Figure 1. Placed cells, one color a class (run 1).
Scale: 3 px per µm. Fill, decap, tap and diode cells in gray.
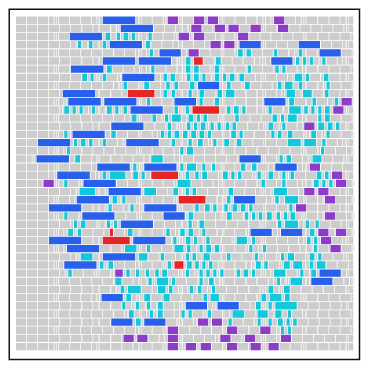
Figure 2. Drive-strength map (run 1).
Scale: 3 px per µm.
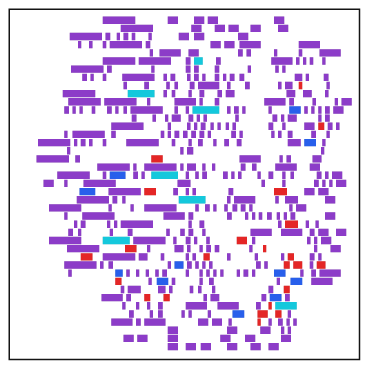
Figure 3. Metal 3 (run 1).
Scale: 4 px per µm.
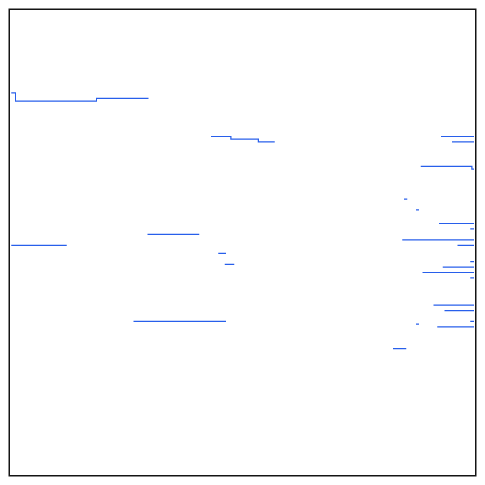
Figure 4. Routing congestion map (run 1).
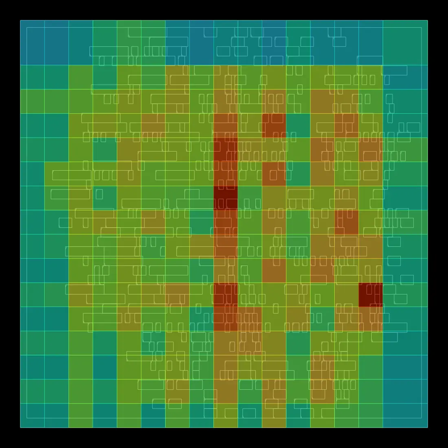
### src/rtl/fpu_useq_pkg.sv
// fpu_useq_pkg: shared definitions for the FPU microcode sequencer.
//   a2func_e : sequencing function carried by every microword (a2func field)
package fpu_useq_pkg;

  typedef enum logic [2:0] {
    SEQ   = 3'd0,  // unconditional jump to nxcode
    CBR   = 3'd1,  // conditional branch on cond
    LDCNT = 3'd2,  // load loop counter from nxcode
    LOOP  = 3'd3,  // decrement-and-branch while counter non-zero
    CALL  = 3'd4,  // push return address, jump to nxcode
    RET   = 3'd5,  // pop return address
    RSVD  = 3'd6,  // reserved, treated as SEQ
    END   = 3'd7   // terminate op, return to address 0
  } a2func_e;

endpackage

### src/rtl/fpu_useq_lstack.sv
// fpu_useq_lstack: link stack for microcode CALL/RET.
//   clk         : clock, rising edge
//   push / pop  : push din / pop top (one at a time)
//   clr         : synchronous clear of occupancy (dominates push/pop)
//   din         : return address to push
//   top         : combinational top-of-stack
//   sp          : occupancy, 0..STACK_DEPTH
//   ovf / unf   : combinational: push while full / pop while empty
// Entries live in a packed shift register with the top at the low end, so
// push/pop are plain shifts and no occupancy-indexed addressing is needed.
module fpu_useq_lstack #(
  parameter int unsigned STACK_DEPTH = 4,
  parameter int unsigned ADDR_W      = 8
) (
  input  logic                               clk,
  input  logic                               push,
  input  logic                               pop,
  input  logic                               clr,
  input  logic [ADDR_W-1:0]                  din,
  output logic [ADDR_W-1:0]                  top,
  output logic [$clog2(STACK_DEPTH+1)-1:0]   sp,
  output logic                               ovf,
  output logic                               unf
);

  localparam int unsigned SP_W  = $clog2(STACK_DEPTH + 1);
  localparam int unsigned STK_W = STACK_DEPTH * ADDR_W;

  logic [STK_W-1:0] stk_q;
  logic [SP_W-1:0]  sp_q;
  logic             full;
  logic             empty;

  assign full  = (sp_q == SP_W'(STACK_DEPTH));
  assign empty = (sp_q == '0);
  assign ovf   = push & full;
  assign unf   = pop & empty;
  assign top   = stk_q[ADDR_W-1:0];
  assign sp    = sp_q;

  always_ff @(posedge clk) begin
    if (clr) begin
      sp_q <= '0;
    end else if (push && !full) begin
      // Truncating cast drops the bottom entry's slot, which is unused here.
      stk_q <= STK_W'({stk_q, din});
      sp_q  <= sp_q + SP_W'(1);
    end else if (pop && !empty) begin
      stk_q <= stk_q >> ADDR_W;
      sp_q  <= sp_q - SP_W'(1);
    end
  end

endmodule

### src/rtl/fpu_useq.sv
// fpu_useq: FPU microcode sequencer; produces the ROM address every cycle.
//   clk, reset_l        : clock; synchronous active-low reset
//   fpuhold             : freeze all state, ROM re-reads pc
//   fpkill              : abort op, return to idle (stack_err kept)
//   op_look, op_valid   : dispatch mapadd when both high
//   mapadd              : dispatch address from opcode map
//   a2func, nxcode      : sequencing function / target of current microword
//   cond                : CBR condition
//   code_add            : combinational ROM address for next cycle
//   rom_en              : ROM enable (low while holding)
//   pc                  : address of microword at ROM output
//   busy                : op in progress
//   erop                : current microword is END
//   stack_err           : sticky link-stack overflow/underflow
//   sp                  : link-stack occupancy
module fpu_useq
  import fpu_useq_pkg::*;
#(
  parameter int unsigned ADDR_W      = 8,
  parameter int unsigned STACK_DEPTH = 4,
  parameter int unsigned CNT_W       = 6
) (
  input  logic                              clk,
  input  logic                              reset_l,
  input  logic                              fpuhold,
  input  logic                              fpkill,
  input  logic                              op_look,
  input  logic                              op_valid,
  input  logic [ADDR_W-1:0]                 mapadd,
  input  logic [2:0]                        a2func,
  input  logic [ADDR_W-1:0]                 nxcode,
  input  logic                              cond,
  output logic [ADDR_W-1:0]                 code_add,
  output logic                              rom_en,
  output logic [ADDR_W-1:0]                 pc,
  output logic                              busy,
  output logic                              erop,
  output logic                              stack_err,
  output logic [$clog2(STACK_DEPTH+1)-1:0]  sp
);

  // Counter is held at address width with its upper bits forced to zero,
  // so it behaves as a CNT_W-bit counter.
  localparam logic [ADDR_W-1:0] CNT_MASK = ADDR_W'((64'd1 << CNT_W) - 64'd1);

  logic [ADDR_W-1:0] pc_q;
  logic [ADDR_W-1:0] cnt_q;
  logic              busy_q;
  logic              err_q;
  logic [ADDR_W-1:0] code_d;
  logic [ADDR_W-1:0] pc1;
  logic [ADDR_W-1:0] stk_top;
  logic              dispatch;
  logic              decode;
  logic              push;
  logic              pop;
  logic              clr;
  logic              ovf;
  logic              unf;
  a2func_e           fn;

  assign fn       = a2func_e'(a2func);
  assign pc1      = pc_q + ADDR_W'(1);
  assign dispatch = op_look & op_valid;
  assign decode   = reset_l & ~fpkill & ~fpuhold & ~dispatch & busy_q;
  assign push     = decode & (fn == CALL);
  assign pop      = decode & (fn == RET);
  assign clr      = ~reset_l | fpkill | (~fpuhold & dispatch);

  fpu_useq_lstack #(
    .STACK_DEPTH (STACK_DEPTH),
    .ADDR_W      (ADDR_W)
  ) u_lstack (
    .clk  (clk),
    .push (push),
    .pop  (pop),
    .clr  (clr),
    .din  (pc1),
    .top  (stk_top),
    .sp   (sp),
    .ovf  (ovf),
    .unf  (unf)
  );

  always_comb begin
    code_d = '0;
    if (!reset_l || fpkill) begin
      code_d = '0;
    end else if (fpuhold) begin
      code_d = pc_q;
    end else if (dispatch) begin
      code_d = mapadd;
    end else if (busy_q) begin
      case (fn)
        CBR:     code_d = cond ? nxcode : pc1;
        LDCNT:   code_d = pc1;
        LOOP:    code_d = (cnt_q != '0) ? nxcode : pc1;
        CALL:    code_d = nxcode;
        RET:     code_d = unf ? '0 : stk_top;
        END:     code_d = '0;
        default: code_d = nxcode;
      endcase
    end
  end

  always_ff @(posedge clk) begin
    if (!reset_l) begin
      pc_q   <= '0;
      cnt_q  <= '0;
      busy_q <= 1'b0;
      err_q  <= 1'b0;
    end else if (fpkill) begin
      pc_q   <= '0;
      cnt_q  <= '0;
      busy_q <= 1'b0;
    end else if (!fpuhold) begin
      pc_q <= code_d;
      if (dispatch) begin
        busy_q <= 1'b1;
        cnt_q  <= '0;
      end else if (busy_q) begin
        case (fn)
          LDCNT: cnt_q <= nxcode & CNT_MASK;
          LOOP:  if (cnt_q != '0) cnt_q <= cnt_q - ADDR_W'(1);
          CALL:  if (ovf) err_q <= 1'b1;
          RET:   if (unf) begin
                   err_q  <= 1'b1;
                   busy_q <= 1'b0;
                 end
          END:   busy_q <= 1'b0;
          default: ;
        endcase
      end
    end
  end

  assign code_add  = code_d;
  assign rom_en    = ~reset_l | ~fpuhold;
  assign erop      = (fn == END);
  assign pc        = pc_q;
  assign busy      = busy_q;
  assign stack_err = err_q;

endmodule

### config.mk
export PLATFORM = sky130hd
export DESIGN_NAME = fpu_useq
export DESIGN_NICKNAME = d
export VERILOG_FILES = /design/src/rtl/fpu_useq_pkg.sv /design/src/rtl/fpu_useq_lstack.sv /design/src/rtl/fpu_useq.sv
export SDC_FILE = /design/constraint.sdc
export NUM_CORES = 1
export LEC_CHECK = 0
export ABC_AREA = 1
export CELL_PAD_IN_SITES_DETAIL_PLACEMENT = 1
export CELL_PAD_IN_SITES_GLOBAL_PLACEMENT = 1
export CORE_MARGIN = 1.5
export CORE_UTILIZATION = 25
export DETAILED_ROUTE_END_ITERATION = 12
export PLACE_DENSITY = 0.52
export SYNTH_ARGS = -nofsm -noshare
export SYNTH_HDL_FRONTEND = slang
export SYNTH_HIERARCHICAL = 1
export SYNTH_SLANG_ARGS = --single-unit
export TNS_END_PERCENT = 30
### constraint.sdc
create_clock -name clk -period 7.68 [get_ports clk]
set_clock_uncertainty 0.05 [all_clocks]
set_input_delay 1.152 -clock clk [delete_from_list [all_inputs] [get_ports clk]]
set_output_delay 1.152 -clock clk [all_outputs]
set_load 0.03 [all_outputs]
==> run notes, run 1 <==
yosys + openroad results -> detailed placer's ending HPWL roughly 6700 µm, share of synthesized area occupied by flip-flops and latches 43.1%, Crit Reg-Reg Startpoint busy, CP max stage delay between 0.7 and 0.8 ns, Syn Inst Count slightly above 400, result of the run finished clean, diodes inserted 0, Worst Hold Depth 1, hold wc startpoint stack_err, Top cells by area sky130_fd_sc_hd__edfxtp_1, sky130_fd_sc_hd__dfxtp_1, sky130_fd_sc_hd__nand2_1, synthesized area divided by synthesized cell count about 7.8 µm², post-placement setup slack 2.51 ns, capturing instance or port of the critical path code_add[0], Worst Setup SP op_look, synthesized cell area roughly 3200 µm², clock transition at the registers of the reported paths roughly 0.070 ns, type of the setup path with the least slack in2out, cells along the critical path clkdlybuf4s50_1 -> nand2_1 -> inv_2 -> nor3_2 -> nand2_1 -> nor2_1 -> inv_1 -> nor2_1 -> nor2_2 -> nand2_1 -> nand3_1 -> nand2_1 -> a21oi_1 -> clkdlybuf4s50_1, dominant logic cell types in the final layout sky130_fd_sc_hd__nand2_1, sky130_fd_sc_hd__inv_1, sky130_fd_sc_hd__nor2_1, insertion delay of the later-clocked pin in the worst-skew pair 0.30 ns, initial standard-cell utilization of the core around 26%, via count of the first global-routing pass between 2000 and 3000, buffer-and-inverter tally for the worst setup path 4, commonest cells in the netlist sky130_fd_sc_hd__nand2_1, sky130_fd_sc_hd__inv_1, sky130_fd_sc_hd__nor2_1, last weighted congestion value of the routability-driven placer 0.792, slack of the worst reg-to-reg path between 4 and 5 ns, CTS Buf Count 5, TritonCTS clock tree done, Slew @ Worst Pin 0.604 ns, number of antenna violations at the first check in global routing 0, global-route wire length before repair roughly 14000 µm, iteration tally of the first detailed-router pass 4, leakage power of the design 1.57 nW, Worst Path Max Fanout 16, OpenROAD warnings 27, detailed router's first-iteration violation count around 78, Slew headroom approximately 60%, total cells reported by yosys after synthesis between 400 and 500, filler cell count 1505, unrepaired setup endpoints after global routing no, Post-CTS Resized 0
About Figure 1:
remaining logic cells: drawn in cyan, cells 342. remaining buffers and delay cells: drawn in purple, cells 49. clock drivers and dummy loads: drawn in red, cells 8. registers: drawn in blue, cells 53.
Util after Layout: 31.2%
share of the final layout cell area in sequential cells: 35.3%
area inside the core boundary: 12600 µm²
area of all placed cells without fillers: 3920 µm²

About Figure 2:
x2: drawn in red, cells 23, share 5.1%. x6 and larger: drawn in cyan, cells 7, share 1.5%. x3 and x4: drawn in blue, cells 11, share 2.4%. x1 and smaller: drawn in purple, cells 411, share 91%.
number of signal-net buffers in the layout: 49
Area Growth Syn to Fin: 22.1%

About Figure 3:
20 nets have wire on it. The layer holds 2.5% of the routed length. The longest straight run is 22.8 µm. The wires run mostly horizontal. The layer carries 216 µm of wire.
Detailed Route WL: 8660 µm
Vias: 2710
met3 layer usage reported by global route: 2.34%

About Figure 4:
detail-routed net length per standard cell: 13.9 µm
GRT Util Overall: 13.4%

[run 1: metrics by stage]
stage	hold slack, ns	power, W	area (µm²)	utilization, %	instances
after global placement	0.429	0.000374	3770	30.0	616
after global routing	0.487	0.000630	3920	31.2	624
after floorplan	0.411	0.000345	3210	-	413
after detailed placement	0.435	0.000375	3770	30.0	616
final	0.457	0.000600	3920	31.2	624
after CTS	0.456	0.000611	3920	31.2	624
[run 1: routing by layer]
metal | up-vias | track usage, % | wire [µm]
met5 | - | 0 | 0
met4 | 0 | 3.90 | 116
met3 | 9 | 2.34 | 215
met2 | 27 | 22.8 | 4130
met1 | 1277 | 17.5 | 4200
li1 | 1397 | - | -
[run 1: flip-flops by register name, summed over array words and instances, names as in the netlist]
register	count
u_lstack/sp	3
cnt_q	8
u_lstack/stk_q	32
stack_err	1
busy	1
pc	8
[run 1: where the power goes]
group	switching [W]	internal (W)
registers	0.00000184	0.000299
logic	0.0000390	0.0000270
clock network	0.000112	0.000122
total	0.000152	0.000448
[run 1: kinds of logic (layout without fill, tap and decap cells)]
family          count (synthesis)  in the layout  share of synthesized area (%)
compound gates                 71             71                           12.1
xor+xnor                        9              9                           2.46
fa+ha+maj                       4              4                           1.56
buf+inv                        79            118                           11.6
flops                          53             53                           43.1
mux                             6              6                           2.34
simple gates                  191            191                           27.0
[run 1: cell type report]
cell class	instances	area, µm²	area share (%)
timing repair buffer	49	488	12.5
inverter	61	229	5.84
clock buffer	5	125	3.19
sequential	53	1380	35.3
clock inverter	3	21.3	0.543
tap	172	215	5.49
multi-input combinational	281	1460	37.2
==> inputs of run 2 (changes only) <==
--- a/config.mk
+++ b/config.mk
@@ -11,7 +11,7 @@
 export CORE_MARGIN = 1.5
 export CORE_UTILIZATION = 25
 export DETAILED_ROUTE_END_ITERATION = 12
-export PLACE_DENSITY = 0.52
+export PLACE_DENSITY = 0.54
 export SYNTH_ARGS = -nofsm -noshare
 export SYNTH_HDL_FRONTEND = slang
 export SYNTH_HIERARCHICAL = 1
==> constraint.sdc (replaced) <==
create_clock -name clk -period 4.71 [get_ports clk]
set_clock_uncertainty 0.05 [all_clocks]
set_input_delay 0.7065 -clock clk [delete_from_list [all_inputs] [get_ports clk]]
set_output_delay 0.7065 -clock clk [all_outputs]
set_load 0.03 [all_outputs]
Figure 5. Metal 3 (run 2).
Scale: 4 px per µm.
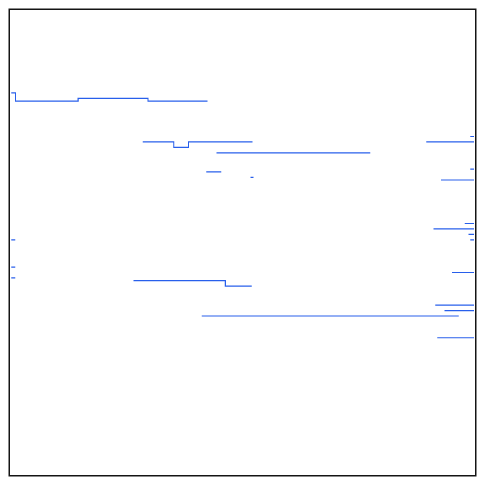
The layer holds 3.2% of the routed length. The layer carries 286 µm of wire. 19 nets have wire on it. The longest straight run is 63.9 µm. The wires run mostly horizontal.
Vias: 2734
Detailed Route WL: 8960 µm

Figure 6. Gate families picked out (run 2).
Scale: 3 px per µm.
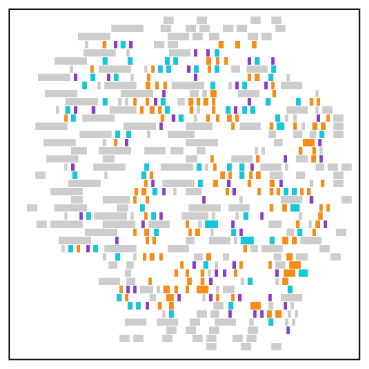
inv cells: drawn in purple, cells 61, most used inv_1. nand cells: drawn in orange, cells 124, most used nand2_1. aoi and oai cells: drawn in cyan, cells 69, most used a21oi_1.
highest-count logic cell in the final layout: sky130_fd_sc_hd__nand2_1
combinational share of cell area: 37.0%

Figure 7. Placed cells, one color a class (run 2).
Scale: 3 px per µm. Fill, decap, tap and diode cells in gray.
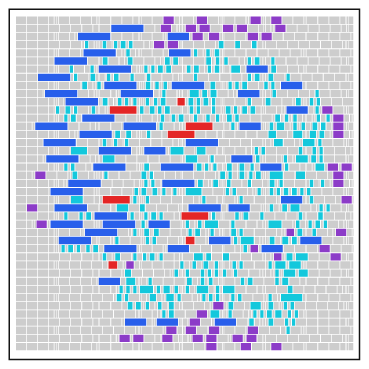
remaining logic cells: drawn in cyan, cells 342. registers: drawn in blue, cells 53. remaining buffers and delay cells: drawn in purple, cells 52. clock drivers and dummy loads: drawn in red, cells 8.
number of placement rows: 41
share of the final layout cell area in sequential cells: 35.0%
area of all placed cells without fillers: 3940 µm²
Util after Layout: 31.4%

==> run 2 against run 1 <==
Net effect: clock-buffer cell count did not move; sequential share of layout area shrank 0.23 points; non-clock buffer count rose by 3; cell count rose by 0.48%; cell area is 0.67% higher; critical path type unchanged.
==> run notes, run 2 <==
yosys + openroad results -> result of the run finished clean, met2 routing resource usage after global routing 24.0% (+1.1 points), Most Used Layer, Global Route met2, post-route worst hold slack 0.448 ns (-0.00868 ns), clock transition at the registers of the reported paths 0.08 ns (about the same), buffer-and-inverter tally for the worst setup path 4 (unchanged), cells along the critical path clkdlybuf4s50_1 -> nand2_1 -> inv_2 -> nor3_2 -> nand2_1 -> nor2_1 -> inv_1 -> nor2_1 -> nor2_2 -> nand2_1 -> nand3_1 -> nand2_1 -> a21oi_1 -> clkdlybuf4s50_1, type of the setup path with the least slack in2out, GRT Util Overall 14.0% (+0.63 points), top register by number of flip-flops u_lstack/stk_q, number of flip-flops under the largest register name 32 (unchanged), total cells reported by yosys after synthesis 413 (unchanged), Crit Reg-Reg Startpoint busy, Worst Hold Depth 1 (unchanged), met3 layer usage reported by global route 2.34% (unchanged), commonest cells in the netlist sky130_fd_sc_hd__nand2_1, sky130_fd_sc_hd__inv_1, sky130_fd_sc_hd__nor2_1, synthesized area divided by synthesized cell count 7.77 µm² (unchanged), slack of the worst reg-to-reg path 2.08 ns (-2.70 ns), via count of the first global-routing pass 2772 (+0.40%), area inside the core boundary 12600 µm² (unchanged), last weighted congestion value of the routability-driven placer 0.776 (-2.1%), number of antenna violations at the first check in global routing 0 (unchanged), share of synthesized area occupied by flip-flops and latches 43.1% (unchanged), CP max stage delay 0.72 ns (about the same), Worst Path Max Fanout 8 (-8), Global Route met1 Usage 19.1% (+1.6 points), hold wc startpoint stack_err, iteration tally of the first detailed-router pass 6 (+2), top comb family, area simple AND/OR/NAND/NOR gates, TritonCTS clock tree done, AND/OR/NAND/NOR Cells, Area Fraction 27.0% (unchanged)
-- run 2: cell counts after synthesis --
No cell type changed its count.
-- run 2: where the power goes --
group | internal (W) | switching (W)
clock network | 0.000201 | 0.000184
registers | 0.000488 | 0.00000294
logic | 0.0000452 | 0.0000672
total | 0.000734 | 0.000254
-- run 2: layer usage --
layer | part of all wire (%) | wire length [µm]
met1 | 49 | 4380
met2 | 47 | 4250
met3 | 3.2 | 285
met4 | 0.49 | 44
met5 | 0 | 0
-- run 2: how the worst max path moves through the flow --
stage / cells past startpoint / startpoint / end
global route: 14 / op_look / code_add[1]
global placement: 14 / op_look / code_add[4]
finish: 14 / op_look / code_add[4]
detailed placement: 14 / op_look / code_add[4]
floorplan: 9 / op_look / u_lstack/stk_q[0]
CTS: 14 / op_look / code_add[4]
-- run 2: layout make-up --
type / count / share of cell area, %
well taps: 172 / 5.46
repair buffers: 52 / 12.9
clock buffers: 5 / 3.17
clock inverters: 3 / 0.635
inverters: 61 / 5.81
multi-input cells: 281 / 37.0
flip-flops and latches: 53 / 35.0
-- run 2: kinds of logic after synthesis --
group / Yosys count
buf+inv: 79
flops: 53
simple gates: 191
xor+xnor: 9
mux: 6
compound gates: 71
fa+ha+maj: 4
-- run 2: stage by stage --
stage	total power (W)	area, µm²
4_1_cts	0.00101	3940
5_1_grt	0.00103	3940
3_3_place_gp	0.000615	3790
3_5_place_dp	0.000616	3790
6_report	0.000989	3940
2_1_floorplan	0.000563	3210
==> inputs of run 3 (changes only) <==
--- a/config.mk
+++ b/config.mk
@@ -11,6 +11,7 @@
 export CORE_MARGIN = 1.5
 export CORE_UTILIZATION = 25
 export DETAILED_ROUTE_END_ITERATION = 12
+export HOLD_SLACK_MARGIN = 0.08
 export PLACE_DENSITY = 0.54
 export SYNTH_ARGS = -nofsm -noshare
 export SYNTH_HDL_FRONTEND = slang
==> constraint.sdc (replaced) <==
create_clock -name clk -period 3.3 [get_ports clk]
set_clock_uncertainty 0.05 [all_clocks]
set_input_delay 0.495 -clock clk [delete_from_list [all_inputs] [get_ports clk]]
set_output_delay 0.495 -clock clk [all_outputs]
set_load 0.03 [all_outputs]
Figure 8. Routing congestion map (run 3).
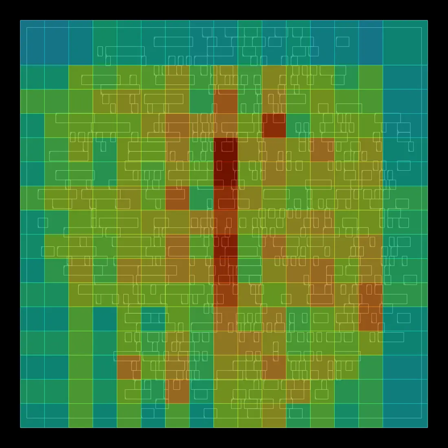
GRT Util Overall: 14.2%
met2 routing resource usage after global routing: 24.7%
met3 layer usage reported by global route: 2.59%
Most Used Layer, Global Route: met2
Util after Layout: 32.0%

Figure 9. Drive-strength map (run 3).
Scale: 3 px per µm.
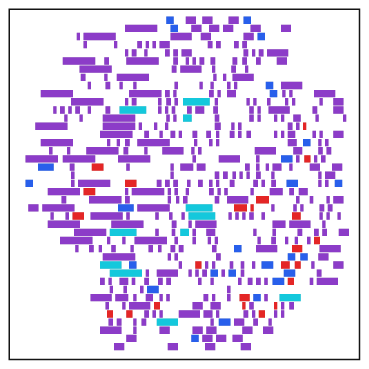
x1 and smaller: drawn in purple, cells 402, share 87%. x2: drawn in red, cells 23, share 5.0%. x3 and x4: drawn in blue, cells 26, share 5.6%. x6 and larger: drawn in cyan, cells 11, share 2.4%.
Area Growth Syn to Fin: 25.4%
worst path setup slack after routing: 0.292 ns

Figure 10. Gate families picked out (run 3).
Scale: 3 px per µm.
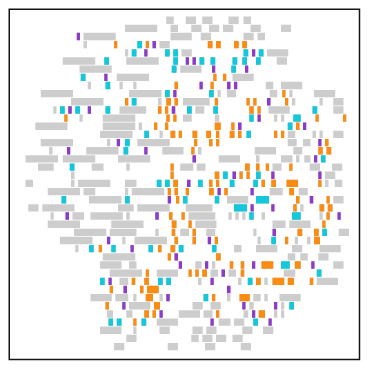
aoi and oai cells: drawn in cyan, cells 69, most used a21oi_1. inv cells: drawn in purple, cells 61, most used inv_1. nand cells: drawn in orange, cells 124, most used nand2_1.
combinational share of cell area: 36.2%
number of standard cells in the final layout excluding fillers: 634

==> run 3 against run 2 <==
Net effect: sequential power rose by 43%; synthesized cell count did not move; worst setup slack got worse by 0.38 ns; register-to-register slack got worse by 0.95 ns; flip-flop count did not move; sequential share of layout area fell by 0.70 points.
==> run notes, run 3 <==
yosys + openroad results -> Detailed Route WL 8860 µm (-1.2%), overall power of the completed layout 0.00149 W (+51%), number of placement rows 41 (unchanged), buffer-and-inverter tally for the worst setup path 4 (unchanged), highest signal layer in the routed design met4, slack of the worst reg-to-reg path 1.13 ns (-0.95 ns), most frequent CP cell sky130_fd_sc_hd__nand2_1, total congestion overflow 0, type of the setup path with the least slack in2out, CP max stage delay 0.45 ns (-0.27 ns), buffer cell driving the clock tree root sky130_fd_sc_hd__clkbuf_16, clock group total power 0.000633 W (+64%), number of flip-flops under the largest register name 32 (unchanged), group drawing the most power registers, met2 routed wirelength 4400 µm (+3.5%), Net Sw Power 0.000366 W (+44%), relative contribution of sequential cells to total power 46.8% (-2.8 points), Internal Dissipation 0.00113 W (+54%), TritonCTS clock tree done, fraction of power spent switching nets 24.5% (-1.2 points), highest-count logic cell in the final layout sky130_fd_sc_hd__nand2_1, post-route ant nets 0, combinational power 0.000162 W (+45%), commonest cells in the netlist sky130_fd_sc_hd__nand2_1, sky130_fd_sc_hd__inv_1, sky130_fd_sc_hd__nor2_1, top register by number of flip-flops u_lstack/stk_q, Seq group 0.000700 W (+43%), cells along the critical path clkdlybuf4s50_1 -> nand2_1 -> inv_2 -> nor3_2 -> nand2_1 -> nor2_1 -> inv_1 -> nor2_1 -> nor2_2 -> nand2_1 -> nand3_1 -> nand2_1 -> a21oi_1 -> buf_4, horizontal die size 116 µm, Global Route met1 Usage 18.3% (-0.70 points), dpl cell area 3850 µm² (+1.5%), total number of H-tree levels 2, main flop type sky130_fd_sc_hd__edfxtp_1, Final setup violation count 0, Met1 Routed Length 4130 µm (-5.7%), clock transition at the registers of the reported paths 0.07 ns (about the same), via count of the first global-routing pass 2961 (+6.8%), result of the run finished clean, WL met3 251 µm (-12%), last weighted congestion value of the routability-driven placer 0.735 (-5.3%), iteration tally of the first detailed-router pass 4 (-2), area inside the core boundary 12600 µm² (unchanged), area of all placed cells without fillers 4020 µm² (+2.0%), synthesized area divided by synthesized cell count 7.77 µm² (unchanged), total cells reported by yosys after synthesis 413 (unchanged), post-route worst hold slack 0.438 ns (-0.0104 ns), Clk pwr share 42.3% (+3.3 points), Gate power share 10.8% (-0.6 points)
[run 3: cell type report]
cell class | instances | area (µm²) | area share (%)
Inverter | 61 | 229 | 5.69
Tap cell | 172 | 215 | 5.35
Clock inverter | 3 | 47.5 | 1.18
Sequential cell | 53 | 1380 | 34.3
Timing Repair Buffer | 59 | 568 | 14.1
Clock buffer | 5 | 125 | 3.11
Multi-Input combinational cell | 281 | 1460 | 36.2
[run 3: worst reg2reg max path: stages, from the launching register on]
cell and delay, ns:
sky130_fd_sc_hd__dfxtp_1 0.35, sky130_fd_sc_hd__inv_1 0.08, sky130_fd_sc_hd__nor3_2 0.23, sky130_fd_sc_hd__nand2_1 0.13, sky130_fd_sc_hd__nor2_1 0.32, sky130_fd_sc_hd__nand2_4 0.10
sky130_fd_sc_hd__xnor2_1 0.14, sky130_fd_sc_hd__inv_1 0.05, sky130_fd_sc_hd__ha_1 0.18, sky130_fd_sc_hd__nor2_1 0.10, sky130_fd_sc_hd__nand3_1 0.08, sky130_fd_sc_hd__nand2_1 0.09
sky130_fd_sc_hd__nand3_1 0.07, sky130_fd_sc_hd__nand2_1 0.06, sky130_fd_sc_hd__nor2_1 0.04
[run 3: cell families (layout without fill, tap and decap cells)]
family,count (synthesis),count (layout),share of synthesized area [%]
buf+inv,79,128,11.6
flops,53,53,43.1
fa+ha+maj,4,4,1.56
xor+xnor,9,9,2.46
compound gates,71,71,12.1
simple gates,191,191,27.0
mux,6,6,2.34
[run 3: worst paths after layout]
kind,startpoint,to,cells past startpoint
hold reg to reg,busy,busy,2
setup reg to reg,busy,u_lstack/sp[2],14
setup / recovery,op_look,code_add[2],14
hold / removal,busy,busy,2
No activity file was given, so power comes from the tool's default toggle rates.
